==> images/congestion.png <==
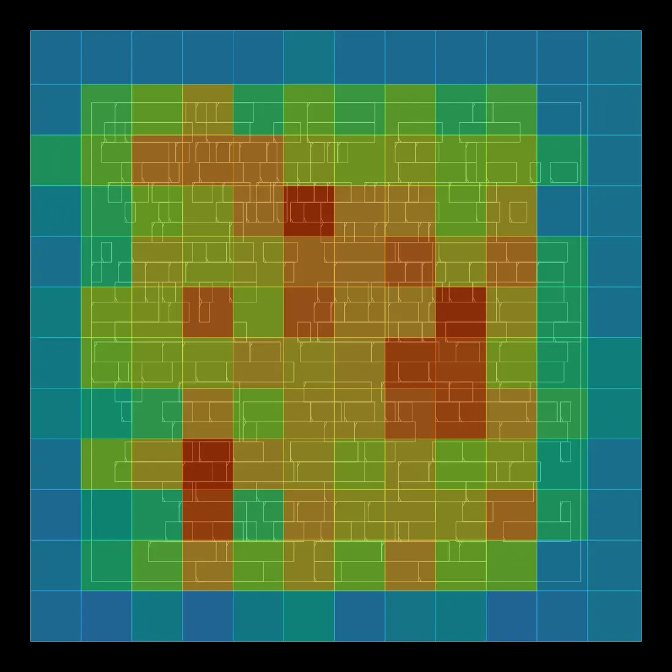
==> images/sizes.png <==
Drawn at 6 px/µm.
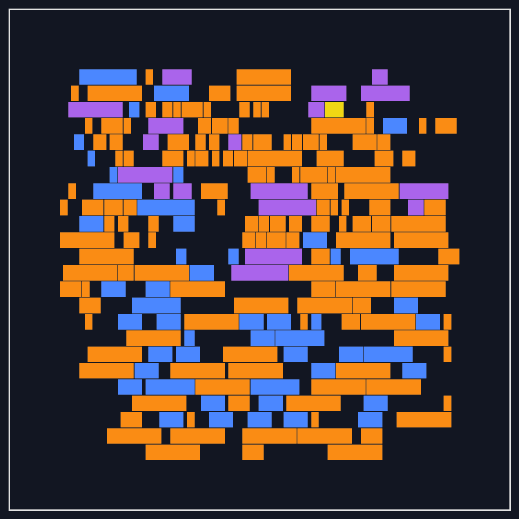
==> images/flops_by_reg.png <==
Drawn at 4 px/µm. Other sequential cells in the stronger grey, the rest of the logic in the fainter grey.
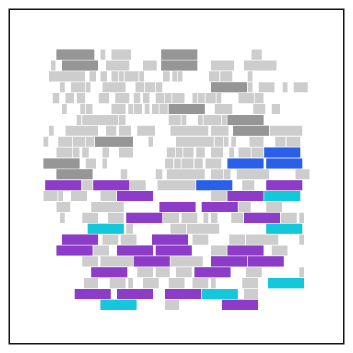
==> images/detail.png <==
Region (29, 29) to (54, 54) µm. Cells in grey, sequential cells in the stronger grey; small squares are vias.
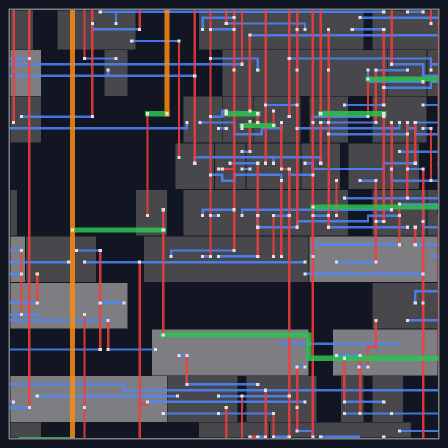
File: config.mk
export PLATFORM = sky130hd
export DESIGN_NAME = branch_update_queue_flat
export DESIGN_NICKNAME = d
export VERILOG_FILES = /design/src/rtl/branch_update_queue_if.sv /design/src/rtl/branch_update_queue.sv /design/src/flat_wrapper.sv
export SDC_FILE = /design/constraint.sdc
export NUM_CORES = 1
export LEC_CHECK = 0
export CORE_MARGIN = 8
export CORE_UTILIZATION = 52
export CTS_BUF_LIST = sky130_fd_sc_hd__clkbuf_2
export CTS_CLUSTER_SIZE = 12
export DETAILED_ROUTE_END_ITERATION = 7
export HOLD_SLACK_MARGIN = 0.08
export PLACE_DENSITY_LB_ADDON = 0.12
export RECOVER_POWER = 100
export SYNTH_ARGS = -nofsm -noshare
export SYNTH_HDL_FRONTEND = slang
export SYNTH_SLANG_ARGS = --single-unit
File: constraint.sdc
create_clock -name clk -period 2.8 [get_ports clk]
set_input_delay 0.42 -clock clk [delete_from_list [all_inputs] [get_ports clk]]
set_output_delay 0.42 -clock clk [all_outputs]
set_load 0.1 [all_outputs]
File: src/rtl/branch_update_queue_if.sv
// Handshake bundle between the branch pipeline and the update queue.
// The master drives push/resolve/flush and the slave returns update strobes and occupancy.
interface branch_update_queue_if #(
    parameter int IWIDTH = 6,
    parameter int DEPTH  = 4
);
    localparam int CW = $clog2(DEPTH) + 1;

    logic              en;
    logic              push;
    logic [IWIDTH-1:0] push_index;
    logic              push_pred;
    logic              resolve;
    logic              resolve_taken;
    logic              flush;
    logic              do_update;
    logic              last_taken;
    logic [IWIDTH-1:0] upd_index;
    logic              mispredict;
    logic              full;
    logic              empty;
    logic [CW-1:0]     count;
    logic              error;

    modport master (
        output en, push, push_index, push_pred, resolve, resolve_taken, flush,
        input  do_update, last_taken, upd_index, mispredict, full, empty, count, error
    );

    modport slave (
        input  en, push, push_index, push_pred, resolve, resolve_taken, flush,
        output do_update, last_taken, upd_index, mispredict, full, empty, count, error
    );
endinterface

File: src/rtl/branch_update_queue.sv
// In-flight branch queue: holds {index, pred} per predicted branch, pops on resolve and
// emits a one-cycle registered update strobe; mispredicts squash the younger wrong-path entries.
module branch_update_queue #(
    parameter int IWIDTH = 6,
    parameter int DEPTH  = 4
) (
    input  logic                   clk,
    input  logic                   reset,
    branch_update_queue_if.slave   bus
);
    localparam int PW = $clog2(DEPTH);
    localparam int CW = PW + 1;

    logic [IWIDTH-1:0] r_idx_mem  [DEPTH];
    logic              r_pred_mem [DEPTH];
    logic [PW-1:0]     r_head;
    logic [PW-1:0]     r_tail;
    logic [CW-1:0]     r_count;
    logic              r_do_update;
    logic              r_last_taken;
    logic [IWIDTH-1:0] r_upd_index;
    logic              r_mispredict;
    logic              r_error;

    logic              w_full;
    logic              w_empty;
    logic              w_pop;
    logic              w_mispred;
    logic              w_squash;
    logic              w_push_ok;
    logic              w_push_drop;
    logic              w_resolve_bad;
    logic [CW-1:0]     w_count_nxt;

    assign w_full  = (r_count == CW'(DEPTH));
    assign w_empty = (r_count == {CW{1'b0}});

    // Decode this cycle's pop/push/squash; everything is qualified by the global advance.
    always_comb begin
        w_pop         = 1'b0;
        w_mispred     = 1'b0;
        w_squash      = 1'b0;
        w_push_ok     = 1'b0;
        w_push_drop   = 1'b0;
        w_resolve_bad = 1'b0;
        w_count_nxt   = r_count;
        if (bus.en) begin
            w_pop         = bus.resolve & ~w_empty;
            w_resolve_bad = bus.resolve & w_empty;
            w_mispred     = w_pop & (r_pred_mem[r_head] != bus.resolve_taken);
            w_squash      = w_mispred | bus.flush;
            // A pop frees a slot at the same edge, so a full queue still accepts a push.
            w_push_drop   = bus.push & w_full & ~w_pop;
            w_push_ok     = bus.push & ~w_push_drop & ~w_squash;
            if (w_squash) begin
                w_count_nxt = {CW{1'b0}};
            end else begin
                w_count_nxt = r_count + {{(CW-1){1'b0}}, w_push_ok}
                                      - {{(CW-1){1'b0}}, w_pop};
            end
        end else begin
            w_count_nxt = r_count;
        end
    end

    // Entry storage and queue pointers.
    always_ff @(posedge clk or posedge reset) begin
        if (reset) begin
            r_head  <= {PW{1'b0}};
            r_tail  <= {PW{1'b0}};
            r_count <= {CW{1'b0}};
            for (int i = 0; i < DEPTH; i++) begin
                r_idx_mem[i]  <= {IWIDTH{1'b0}};
                r_pred_mem[i] <= 1'b0;
            end
        end else if (bus.en) begin
            r_count <= w_count_nxt;
            if (w_squash) begin
                r_head <= {PW{1'b0}};
                r_tail <= {PW{1'b0}};
            end else begin
                if (w_pop) begin
                    r_head <= r_head + PW'(1);
                end
                if (w_push_ok) begin
                    r_idx_mem[r_tail]  <= bus.push_index;
                    r_pred_mem[r_tail] <= bus.push_pred;
                    r_tail             <= r_tail + PW'(1);
                end
            end
        end
    end

    // Registered update strobe; index/direction hold between pops.
    always_ff @(posedge clk or posedge reset) begin
        if (reset) begin
            r_do_update  <= 1'b0;
            r_last_taken <= 1'b0;
            r_upd_index  <= {IWIDTH{1'b0}};
            r_mispredict <= 1'b0;
        end else if (bus.en) begin
            r_do_update  <= w_pop;
            r_mispredict <= w_mispred;
            if (w_pop) begin
                r_last_taken <= bus.resolve_taken;
                r_upd_index  <= r_idx_mem[r_head];
            end
        end
    end

    // Sticky protocol error: overflow push or resolve with nothing in flight.
    always_ff @(posedge clk or posedge reset) begin
        if (reset) begin
            r_error <= 1'b0;
        end else if (bus.en && (w_push_drop || w_resolve_bad)) begin
            r_error <= 1'b1;
        end
    end

    assign bus.do_update  = r_do_update;
    assign bus.last_taken = r_last_taken;
    assign bus.upd_index  = r_upd_index;
    assign bus.mispredict = r_mispredict;
    assign bus.count      = r_count;
    assign bus.full       = w_full;
    assign bus.empty      = w_empty;
    assign bus.error      = r_error;
endmodule

File: src/flat_wrapper.sv
// flat-port wrapper written by rule: the top's interface ports become plain ports
module branch_update_queue_flat 
#(
    parameter int IWIDTH = 6,
    parameter int DEPTH  = 4
)
  (clk, reset, bus_en, bus_push, bus_push_index, bus_push_pred, bus_resolve, bus_resolve_taken, bus_flush, bus_do_update, bus_last_taken, bus_upd_index, bus_mispredict, bus_full, bus_empty, bus_count, bus_error);
  branch_update_queue_if #(.IWIDTH(IWIDTH), .DEPTH(DEPTH)) bus_i ();
  input  logic clk;
  input  logic reset;
  input wire logic [$bits(bus_i.en)-1:0] bus_en;
  input wire logic [$bits(bus_i.push)-1:0] bus_push;
  input wire logic [$bits(bus_i.push_index)-1:0] bus_push_index;
  input wire logic [$bits(bus_i.push_pred)-1:0] bus_push_pred;
  input wire logic [$bits(bus_i.resolve)-1:0] bus_resolve;
  input wire logic [$bits(bus_i.resolve_taken)-1:0] bus_resolve_taken;
  input wire logic [$bits(bus_i.flush)-1:0] bus_flush;
  output wire logic [$bits(bus_i.do_update)-1:0] bus_do_update;
  output wire logic [$bits(bus_i.last_taken)-1:0] bus_last_taken;
  output wire logic [$bits(bus_i.upd_index)-1:0] bus_upd_index;
  output wire logic [$bits(bus_i.mispredict)-1:0] bus_mispredict;
  output wire logic [$bits(bus_i.full)-1:0] bus_full;
  output wire logic [$bits(bus_i.empty)-1:0] bus_empty;
  output wire logic [$bits(bus_i.count)-1:0] bus_count;
  output wire logic [$bits(bus_i.error)-1:0] bus_error;
  assign bus_i.en = bus_en;
  assign bus_i.push = bus_push;
  assign bus_i.push_index = bus_push_index;
  assign bus_i.push_pred = bus_push_pred;
  assign bus_i.resolve = bus_resolve;
  assign bus_i.resolve_taken = bus_resolve_taken;
  assign bus_i.flush = bus_flush;
  assign bus_do_update = bus_i.do_update;
  assign bus_last_taken = bus_i.last_taken;
  assign bus_upd_index = bus_i.upd_index;
  assign bus_mispredict = bus_i.mispredict;
  assign bus_full = bus_i.full;
  assign bus_empty = bus_i.empty;
  assign bus_count = bus_i.count;
  assign bus_error = bus_i.error;
  branch_update_queue #(.IWIDTH(IWIDTH), .DEPTH(DEPTH)) u_core (.clk(clk), .reset(reset), .bus(bus_i));
endmodule
==> out/metrics.csv <==
metric,value,unit
DIE HEIGHT,83.2,µm
P_leak,0.00112,µW
Ant. Diodes,0,
"area leader, netlist",dfrtp_1,
DP HPWL,3.54,mm
via count,1578,
FMAX,0.403,GHz
Slew @ Worst Pin,1.17,ns
placed cells,257,
First-pass DRT Iterations,4,
row cnt,24,
grt ovf,0,
top cells by area,"dfrtp_1, mux2_2, mux4_2",
tool warnings,30,
"Async S/R FF share, synth",1.00,
slowest cell on the critical path,dfrtp_1,
Buffers on Ports,28,
clock buffer depth,2,
ANT nets after route,0,
share of cells above drive strength 1,0.324,
Area after DPL,2740,µm²
Final Max Slew Viols,0,
CTS Sinks,45,
min cycle time layout,2.48,ns
register area share after synthesis,0.479,
Post-synth EDFFs,0,
I/O pin total,29,
outcome,"complete, no violations",
Post-Syn Nets,199,
Fill cells,367,
library cells used by synthesis,37,
Total Routing Usage GR,0.145,
nets,233,
syn avg cell area,13.2,µm²
Worst path max stage delay,0.57,ns
RSZ-0062 raised after global routing,no,
Hold Crit Class,in -> async,
DIE AREA,6930,µm²
Post-CTS Hold Fix Bufs,0,
Clock Latency Late Sink,0.42,ns
post-synthesis register bit count,45,
Rel. slew slack,0.220,
post-synth top area share,0.479,
fin area,2720,µm²
root buf cell,clkbuf_2,
DRC errors left,0,
Post-Syn Area,2350,µm²
crit share post-route,0.885,
core area,4350,µm²
CTS tree,yes,
Crit path arrival time,2.81,ns
total CTS buffers,5,
vias in the first global route,1639,
H-tree depth,2,
Post-Syn Instances,178,
Initial DRC Count,113,
"non-filler cells, final",265,
Max-cap violations,0,
final WL,4.86,mm
main flop type,dfrtp_1,
most instantiated logic cell after routing,dfrtp_1,
GPL Wtd Cong,0.837,
Die Width,83.2,µm
vias per cell,5.95,
CP Max Fanout,10,
CP Launch Type,register,
CP Class,reg -> reg,
first-pass GRT wire length,8.25,mm
CP required,3.13,ns
fp_density,0.540,
crit end category,register,
post-cts resize count,0,
largest net degree at the start of global routing,36,
yosys warns,0,
final setup vio count,0,
area grow syn2layout,15.6,%
PD cells,1160,nW/µm²
cell chain of the critical path,nor3_4 > nand2b_4 > inv_4 > ha_4 > inv_2 > ha_4 > inv_2 > fa_2 > xor2_1 > nand3_1 > o211ai_1 > a21oi_1,
Setup TNS,0,ns
Clock Skew,0.0267,ns
Clock Pin Slew Worst Setup and Hold Paths,0.25,ns
yosys stat area,2350,µm²
peak supply drop,0.897,mV
post-CTS setup buffer count,0,
ys cells,178,
Fin. Hold Viols,0,
antenna violations before repair,0,
most numerous logic cells after layout,"dfrtp_1, mux2_2, clkbuf_1, clkdlybuf4s50_1, clkbuf_2",
About congestion.png:
wire per inst: 18.3 µm
GR Layer Usage met1: 0.195
M2 GR Usage: 0.223
GRT Max-Usage Layer: met2

About sizes.png:
[purple] _3 and _4 cells | cells: 18
[yellow] _6 and larger | cells: 1
[orange] _0 and _1 cells | cells: 144
[blue] _2 cells | cells: 50
Non-clock buffers: 36
final setup margin: 0.321 ns

About flops_by_reg.png:
[blue] `u_core.r_pred_mem` | placed flops: 4 | where: east
[cyan] `u_core.bus.upd_index` | placed flops: 6
[purple] `u_core.r_idx_mem` | placed flops: 24
not coloured: 11
flop share of the area: 0.415
sequential power: 1110 µW
Util after Layout: 0.624
register area: 1130 µm²

About detail.png:
[green] metal 3
[red] metal 2
[orange] metal 4
[blue] metal 1
sequential cells in the window: 5
most frequent: dfrtp_1 (5)
netlist names of flops here include: `u_core.r_idx_mem` (4), `u_core.r_pred_mem` (1)
cells with their middle in the window: 31

==> layer usage <==
metal | global-route usage | wire length (µm)
met1 | 0.195 | 2280
met2 | 0.223 | 2310
met3 | 0.0352 | 222
met4 | 0.0431 | 46
met5 | 0 | 0
==> where the power goes <==
group / switching (µW) / internal (µW) / total [µW] / leakage [µW]
Clock: 224 / 64.4 / 289 / 0.0000310
Combinational: 1210 / 555 / 1760 / 0.000517
Sequential: 194 / 914 / 1110 / 0.000574
==> synth_stat cells (2+ instances only) <==
master	instances
and3_1	2
o211ai_1	2
o2bb2ai_1	6
nand2b_1	4
a21oi_1	5
inv_1	11
ha_1	6
o21ai_0	5
nand3b_1	2
buf_2	4
o311ai_0	3
mux2_2	30
nor2b_1	5
o311ai_4	4
mux4_2	6
nor3_1	3
dfrtp_1	45
clkbuf_1	3
nand2_1	6
o22ai_1	2
nor2_1	3
mux2i_4	2
nand3_1	5
==> through the flow <==
step | power, µW | hold WS [ns] | setup slack, ns
2_1_floorplan | 2630 | 0.451 | -0.563
6_report | 3160 | 0.343 | 0.321
4_1_cts | 3280 | 0.196 | 0.317
3_5_place_dp | 3000 | 0.468 | 0.109
5_1_grt | 3340 | 0.328 | 0.170
3_3_place_gp | 2940 | 0.459 | 0.172
==> final timing paths <==
path | cells after the start | slack, ns | to | startpoint
setup / recovery | 12 | 0.32 | u_core.bus.count[2] | u_core.bus.count[2]
hold / removal | 2 | 0.34 | u_core.bus.count[2] | reset
hold reg to reg | 1 | 0.51 | u_core.bus.error | u_core.bus.error
max in group asynchronous | 3 | 1.33 | u_core.r_pred_mem[0] | reset
min in group clk | 1 | 0.51 | u_core.bus.error | u_core.bus.error
setup reg to reg | 12 | 0.32 | u_core.bus.count[2] | u_core.bus.count[2]
==> registers in the layout, summed over array words and instances (netlist names) <==
signal / flops
u_core.bus.count: 3
u_core.bus.do_update: 1
u_core.bus.error: 1
u_core.bus.last_taken: 1
u_core.bus.mispredict: 1
u_core.bus.upd_index: 6
u_core.r_head: 2
u_core.r_idx_mem: 24
u_core.r_pred_mem: 4
u_core.r_tail: 2
==> critical path, delay by kind of cell, from the launching register on <==
family,cells,cell delay (ns)
DFF,1,0.57
and+or+nand+nor,3,0.64
xor gates and xnor gates,1,0.18
AOI/OAI and AO/OA,2,0.17
buffers and inverters,3,0.15
adders and majority gates,3,0.67
==> area by class of cell <==
cell class	instances	area, µm²	area share
multi-input cells	112	1190	0.439
well taps	52	65.1	0.0239
inverters	12	47.5	0.0175
flip-flops and latches	45	1130	0.415
repair buffers	36	239	0.0879
clock buffers	5	25.0	0.00920
clock inverters	3	21.3	0.00782
==> cells by family (layout without fill, tap and decap cells) <==
group,after synthesis,after routing,synth area share
buf+inv,21,56,0.0404
fa+ha+maj,7,7,0.0404
compound gates,31,31,0.129
xor+xnor,1,1,0.00373
simple gates,33,33,0.0777
mux,40,40,0.229
flops,45,45,0.479
Power and IR drop assume default switching activity.
